Design fp_add_issue, sky130hd; sources not shown.
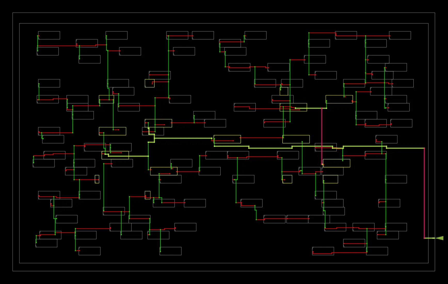
Run 1: clock routing
clock sinks: 103
clock group power: 1.81 mW
CTS Buf Count: 9

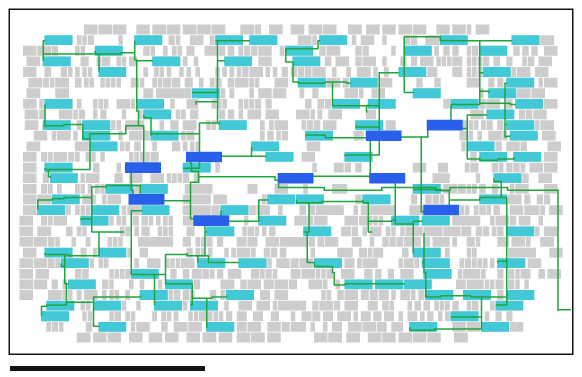
Run 1: clock wires, drivers and flops
Bar = 50 um.
legend:
  blue:
    item: cells driving clock nets
    count: 9
  green:
    item: clock wires
    length: 1250 um
  cyan:
    item: flip-flops
    count: 103
flops lie: all over the die
routed clock nets: 10
clk ins delay skew pair: 0.33 ns
Clock Skew: 0.00806 ns
clock share of power: 0.236

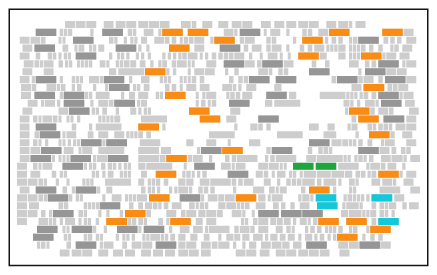
Run 1: where the registers sit
Other sequential cells in the stronger gray, the rest of the logic in the fainter gray.
legend:
  cyan:
    netlist_name: cnt
    placed_flops: 4
    where: bottom right
  green:
    netlist_name: state
    placed_flops: 2
  orange:
    netlist_name: op2
    placed_flops: 32
Seq power: 2.92 mW
final core occ: 0.658
FF+latch area: 2060 um2
Seq/total area: 0.275

==> flow_summary.json, run 1 <==
{
  "status": "completed",
  "sh_comb_area": 0.294,
  "ys_warn_count": 0,
  "intPower_mw": 5.00,
  "tns_ns": 0,
  "initial_core_util": 0.413,
  "critPathKind": "flip-flop to flip-flop",
  "cts_hold_buf": 0,
  "clkbuf_count": 12,
  "dominant_cells": "non-clock buffers",
  "final_common_cell": "clkdlybuf4s50_1",
  "met2_usage": 0.308,
  "antenna_left": 0,
  "final_layout_size_suffix_gt1_frac": 0.121,
  "place_congestion": 0.927,
  "wl_met1_um": 8330,
  "yosys.cell_types.count": 24,
  "sw_frac_of_total": 0.349,
  "worstPathMaxFanout": 12,
  "slew-limit-headroom": 0.717,
  "clkCellAreaFrac": 0.0383,
  "grt_use_total": 0.246,
  "yosysTopAreaCell": "dfxtp_1",
  "pin_count": 202,
  "fmax_mhz": 576,
  "tightest_slew_ns": 0.421,
  "power_leader": "combinational cells",
  "hold_viol": 0,
  "ctsLongestPathBuffers": 2,
  "num_vias": 4908,
  "most_common_cell": "nor2_1",
  "ys_ff": 103,
  "simple_gate_share": 0.333,
  "routed_wl_um": 15700,
  "synth-xor-area-share": 0.00186,
  "p_leak_nw": 3.33,
  "drc": 0,
  "buf_share": 0.333,
  "hold_path_class": "flip-flop to flip-flop",
  "cts_setup_buffers": 0,
  "worst-r2r-cell-count": 11,
  "common_cells": "nor2_1, nand2_1, dfxtp_1",
  "crit_family": "simple AND/OR/NAND/NOR gates",
  "grt.busiest_layer": "met1",
  "edf_count": 0,
  "slew_violations": 0,
  "dp.cells": 1050,
  "antenna_found_initial": 0,
  "die_height_um": 88.0,
  "power_frac_seq": 0.380,
  "dr_wl_met2_um": 5780,
  "ff_count": 103,
  "area_leaders": "dfxtp_1, nor2_1, nand2_1",
  "buffers_excl_clock": 247,
  "synth-main-ff-cell": "dfxtp_1",
  "inv_count": 65,
  "aoi_share": 0.109,
  "cp.depth": 11,
  "netlist_area_um2": 4700,
  "mi_logic_area_um2": 2200,
  "setup_violations": 0,
  "comb_power_share": 0.384,
  "cts_htree_levels": 3,
  "crit_chain": "inv_1 -> ha_1 -> nand2_1 -> inv_2 -> nand2_4 -> inv_4 -> nand2_4 -> clkbuf_16 -> nor2_2 -> nor2_1 -> nor2_1",
  "avgSynthCellArea_um2": 6.83,
  "cts_tree": "done",
  "nFillCells": 1023,
  "nets": 1012,
  "dr_wl_met3_um": 1420,
  "critical-path-slowest-cell": "dfxtp_1",
  "post-route-period-util": 0.933,
  "synth_async_sr_flop_share": 0,
  "critPathRequiredTime_ns": 2.09,
  "peakVddDrop_v": 0.000677,
  "finalCriticalPeriod_ns": 1.74,
  "hold_slack_ns": 0.450
}
==> run 1 -> run 2 <==
--- a/config.mk
+++ b/config.mk
@@ -7,9 +7,9 @@
 export LEC_CHECK = 0
 export ABC_AREA = 1
 export CORE_ASPECT_RATIO = 0.6
-export CORE_MARGIN = 2
 export CORE_UTILIZATION = 40
 export DETAILED_ROUTE_END_ITERATION = 8
+export GPL_TIMING_DRIVEN = 0
 export PLACE_DENSITY = 0.76
 export SYNTH_ARGS = -nofsm -noshare
 export SYNTH_HDL_FRONTEND = slang
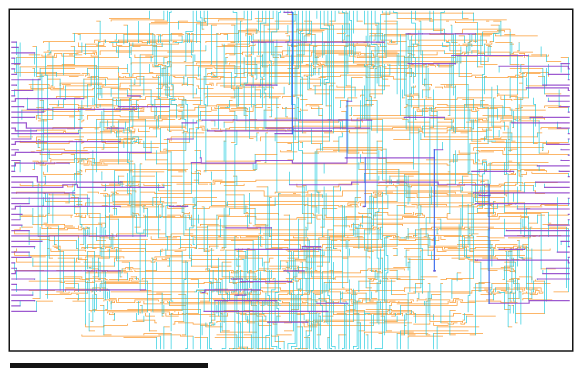
Run 2: routed metal, one color a layer
Bar = 50 um.
legend:
  purple:
    layer: met3
    wire_length: 1340 um
  orange:
    layer: met1
    wire_length: 8470 um
  blue:
    layer: met4
    wire_length: 118 um
  cyan:
    layer: met2
    wire_length: 6380 um
gr usage total: 0.268
via count: 4997
DR WL/cell: 15.3 um

==> flow_summary.json, run 2 <==
{
  "status": "completed",
  "worst-r2r-cell-count": 9,
  "dominant_cells": "non-clock buffers",
  "antenna_left": 0,
  "sh_comb_area": 0.307,
  "final_common_cell": "clkdlybuf4s50_1",
  "tightest_slew_ns": 0.549,
  "place_congestion": 0.947,
  "wl_met1_um": 8470,
  "ys_seq_frac": 0.439,
  "netlist_area_um2": 4700,
  "topRoutingLayerUsed": "met4",
  "fin_area_um2": 7260,
  "nets": 1008,
  "slew_violations": 0,
  "hold_viol": 0,
  "grt_pass1_vias": 4537,
  "slew-limit-headroom": 0.634,
  "p_leak_nw": 3.16,
  "fmax_mhz": 565,
  "maxCapViolCount": 0,
  "holdPathStages": 3,
  "yosysTopAreaCell": "dfxtp_1",
  "path_buffers": 4,
  "clkbuf_count": 12,
  "die_height_um": 86.0,
  "inv_count": 65,
  "ctsLongestPathBuffers": 2,
  "ys_ff": 103,
  "power_leader": "combinational cells",
  "simple_gate_share": 0.333,
  "routed_wl_um": 16300,
  "yosys.cell_types.count": 24,
  "critPathRequiredTime_ns": 2.10,
  "synth-main-ff-cell": "dfxtp_1",
  "p_clk_frac": 0.234,
  "synthToLayoutAreaGrowth_pct": 54.5,
  "clk_latency_ns": 0.34,
  "logic_gate_count": 477,
  "power_frac_seq": 0.380,
  "ff_count": 103,
  "initial_core_util": 0.413,
  "post-route-period-util": 0.951,
  "clkCellAreaFrac": 0.0383,
  "cts_setup_buffers": 0,
  "numCtsBuffers": 9,
  "mi_logic_area_um2": 2230,
  "synth-xor-area-share": 0.00186,
  "intPower_mw": 4.94,
  "crit_chain": "clkdlybuf4s50_1 -> nor2_1 -> nand2_1 -> inv_2 -> nand2_2 -> nand2_4 -> nand2_2 -> buf_6 -> buf_6 -> nor2_2 -> nor2_1 -> nor2_1",
  "startpoint_type": "input port",
  "yosys_area_um2": 4700,
  "cts_sinks": 103,
  "comb_power_share": 0.386,
  "critPathKind": "input port to flip-flop",
  "pin_count": 202,
  "buffers_excl_clock": 243,
  "synth_cells": 688,
  "edf_count": 0,
  "finalCriticalPeriod_ns": 1.77,
  "area_leaders": "dfxtp_1, nor2_1, nand2_1",
  "grt.busiest_layer": "met1",
  "seq_share": 0.284,
  "most_common_cell": "nor2_1",
  "arrival_ns": 2.01,
  "cts_tree": "done",
  "critical-path-slowest-cell": "clkdlybuf4s50_1",
  "crit_family": "buffers and inverters",
  "fin_util": 0.638,
  "tns_ns": 0,
  "common_cells": "nor2_1, nand2_1, dfxtp_1",
  "cts_hold_buf": 0,
  "setup_violations": 0,
  "gr-total-overflow": 0,
  "hold_path_class": "input port to flip-flop",
  "synth_async_sr_flop_share": 0,
  "met2_usage": 0.379,
  "avgSynthCellArea_um2": 6.83,
  "dp.cells": 1048,
  "dr_wl_met2_um": 6380,
  "peakVddDrop_v": 0.000499,
  "final_layout_size_suffix_gt1_frac": 0.114,
  "fa_ha_area_frac": 0.0186,
  "drc": 0,
  "buf_share": 0.309,
  "finClkSkew_ns": 0.00582,
  "p_seq_mw": 2.92,
  "flop_area_um2": 2060,
  "sw_frac_of_total": 0.356,
  "worstPathMaxFanout": 10,
  "dr_wl_met3_um": 1340,
  "power_clock_mw": 1.79,
  "cp.depth": 12,
  "hold_slack_ns": 0.411,
  "tapCellCount": 160,
  "aoi_share": 0.109,
  "top_logic_kind": "simple AND/OR/NAND/NOR gates",
  "die-area_um2": 12200,
  "clockRootBuffer": "clkbuf_16",
  "cts_htree_levels": 3,
  "use_met3": 0.0670,
  "antenna_found_initial": 0,
  "ys_warn_count": 0,
  "nFillCells": 1097
}
Power is estimated from default activity; no workload was simulated.
